### Where the registers sit

(8 px per um) Other sequential cells in the stronger gray, the rest of the logic in the fainter gray.
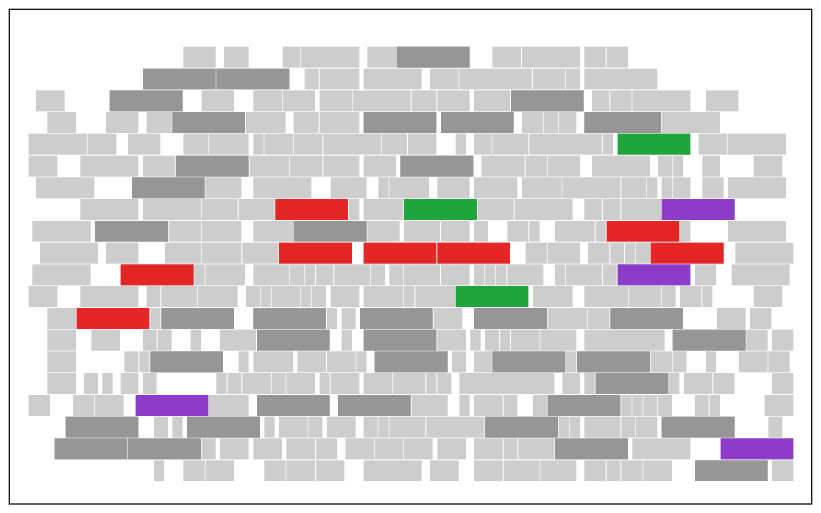
### Cell placement

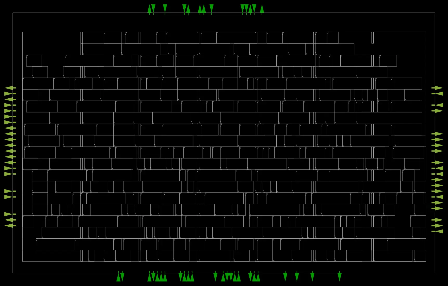
### Signal wires by layer

(4 px per um) Only two layers are drawn.
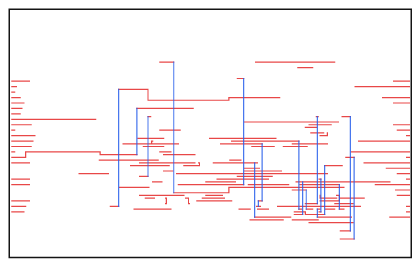
==> config.mk <==
export PLATFORM = sky130hd
export DESIGN_NAME = alu_mul_seq
export DESIGN_NICKNAME = d
export VERILOG_FILES = /design/src/rtl/alu_mul_seq.sv
export SDC_FILE = /design/constraint.sdc
export NUM_CORES = 1
export LEC_CHECK = 0
export CAP_MARGIN = 20
export CORE_ASPECT_RATIO = 0.6
export CORE_MARGIN = 2
export CORE_UTILIZATION = 47
export DETAILED_ROUTE_END_ITERATION = 6
export MAX_ROUTING_LAYER = met4
export PLACE_DENSITY = 0.82
export SLEW_MARGIN = 15
export SYNTH_ARGS = -nofsm -noshare
export SYNTH_HDL_FRONTEND = slang
export SYNTH_SLANG_ARGS = --single-unit
==> constraint.sdc <==
create_clock -name clk -period 2 [get_ports clk]
set_clock_uncertainty 0.2 [all_clocks]
set_input_delay 0.3 -clock clk [delete_from_list [all_inputs] [get_ports clk]]
set_output_delay 0.3 -clock clk [all_outputs]
set_load 0.05 [all_outputs]
==> impl_metrics.toml <==
# yosys + openroad results
[outcome]
outcome = "finished with violations"
violations = "setup timing"

[layout]
area_growth_pct = 63.5
mostFrequentLayoutCell = "dfrtp_1"
layout_top_cells = "52 x dfrtp_1, 46 x nand2_1, 34 x clkdlybuf4s50_1"
largestClassByArea = "combinational gates"
diodes = 0
nClkBuffers = 6

[clock_network]
cts.htree.levels = 2
ctsRootBufferMaster = "clkbuf_8"
cts_buffer_depth = 2
cts_sinks = 53
hold_buffers = 1

[critical_path]
crit_buf_inv = 4
startpoint_type = "register"
required_ns = 1.50
worst-path-stages = 6
crit_family = "buffers and inverters"

[global_routing]
grt_pass1_vias = 2539
grtUsageMet2_pct = 49.0
grt_pass1_wl_mm = 13.7
gr-total-overflow = 0
grt-busiest-layer = "met2"

[floorplan]
die_w_um = 100
initCoreUtil_pct = 50.0
die_y_um = 61.7
boundaryPins = 78

[worst_hold_path]
hp-class = "in2async"

[route]
highest_layer = "met4"
dr_wl_met2_mm = 3.95
drtIter0Drc = 221
drc = 0
wl_met1_mm = 3.67
drt_pass1_iterations = 6

[synth]
ys_ff = 53
yosys-top-cells-count = "53 x dfrtp_1, 48 x nand2_1, 26 x o21ai_0"
xor_area_share_pct = 0
edf_count = 0
ys_async_sr_fraction_pct = 100
area_leaders = "dfrtp_1 51%, nand2_1 6.9%, mux2i_1 6.5%, o21ai_0 5.0%, a22oi_1 4.3%"
yosysMostFrequentCell = "dfrtp_1"
synth_stat.cells = 255
avgSynthCellArea_um2 = 10.2
yosys-stat-area_um2 = 2600
ys_sh_mux_pct = 11.7
synth.top_cell.area_share_pct = 50.9

[flow_run]
drv_cap = 0
warnings = 34

[power_and_ir_drop]
p_clk_w = 0.000633
pg_seq_w = 0.00206
intPower_w = 0.00465
cellPowerDensity_nw_per_um2 = 2080
p_total_w = 0.00884
ir_drop_v = 0.00113
power.group.top = "combinational cells"
p_sw_w = 0.00419
p_comb_w = 0.00614
p_leak_nw = 1.85
power_frac_comb_pct = 69.5

[timing]
timing.hold.ws_ns = 0.266
finalCriticalPeriod_ns = 2.20
setup_viol = 20
layout_setup_ws_ns = -0.201
rsz0062_at_grt = "true"
period_used_pct = 110

[placed_design]
dp_slack_ns = -0.0397
place_area_um2 = 3810
place.gp.congestion = 0.868
-- 'Where the registers sit' (at the start) --
green -> `cnt_q`  # placed flops 3
red -> `phi_q`  # placed flops 8
purple -> `rsp_flags`  # placed flops 4
not colored = 38
Util after Layout: 81.8%
sequential cell area: 1330 um2

-- 'Cell placement' (at the start) --
Fill cells: 260
seq_cells: 53
Tap Count: 66

-- 'Signal wires by layer' (at the start) --
red -> met3  # wire length 892 um
blue -> met4  # wire length 273 um
via count: 2522
DR WL/cell: 21.3 um
Total Routing Usage GR: 31.4%
final wirelength: 8.79 mm

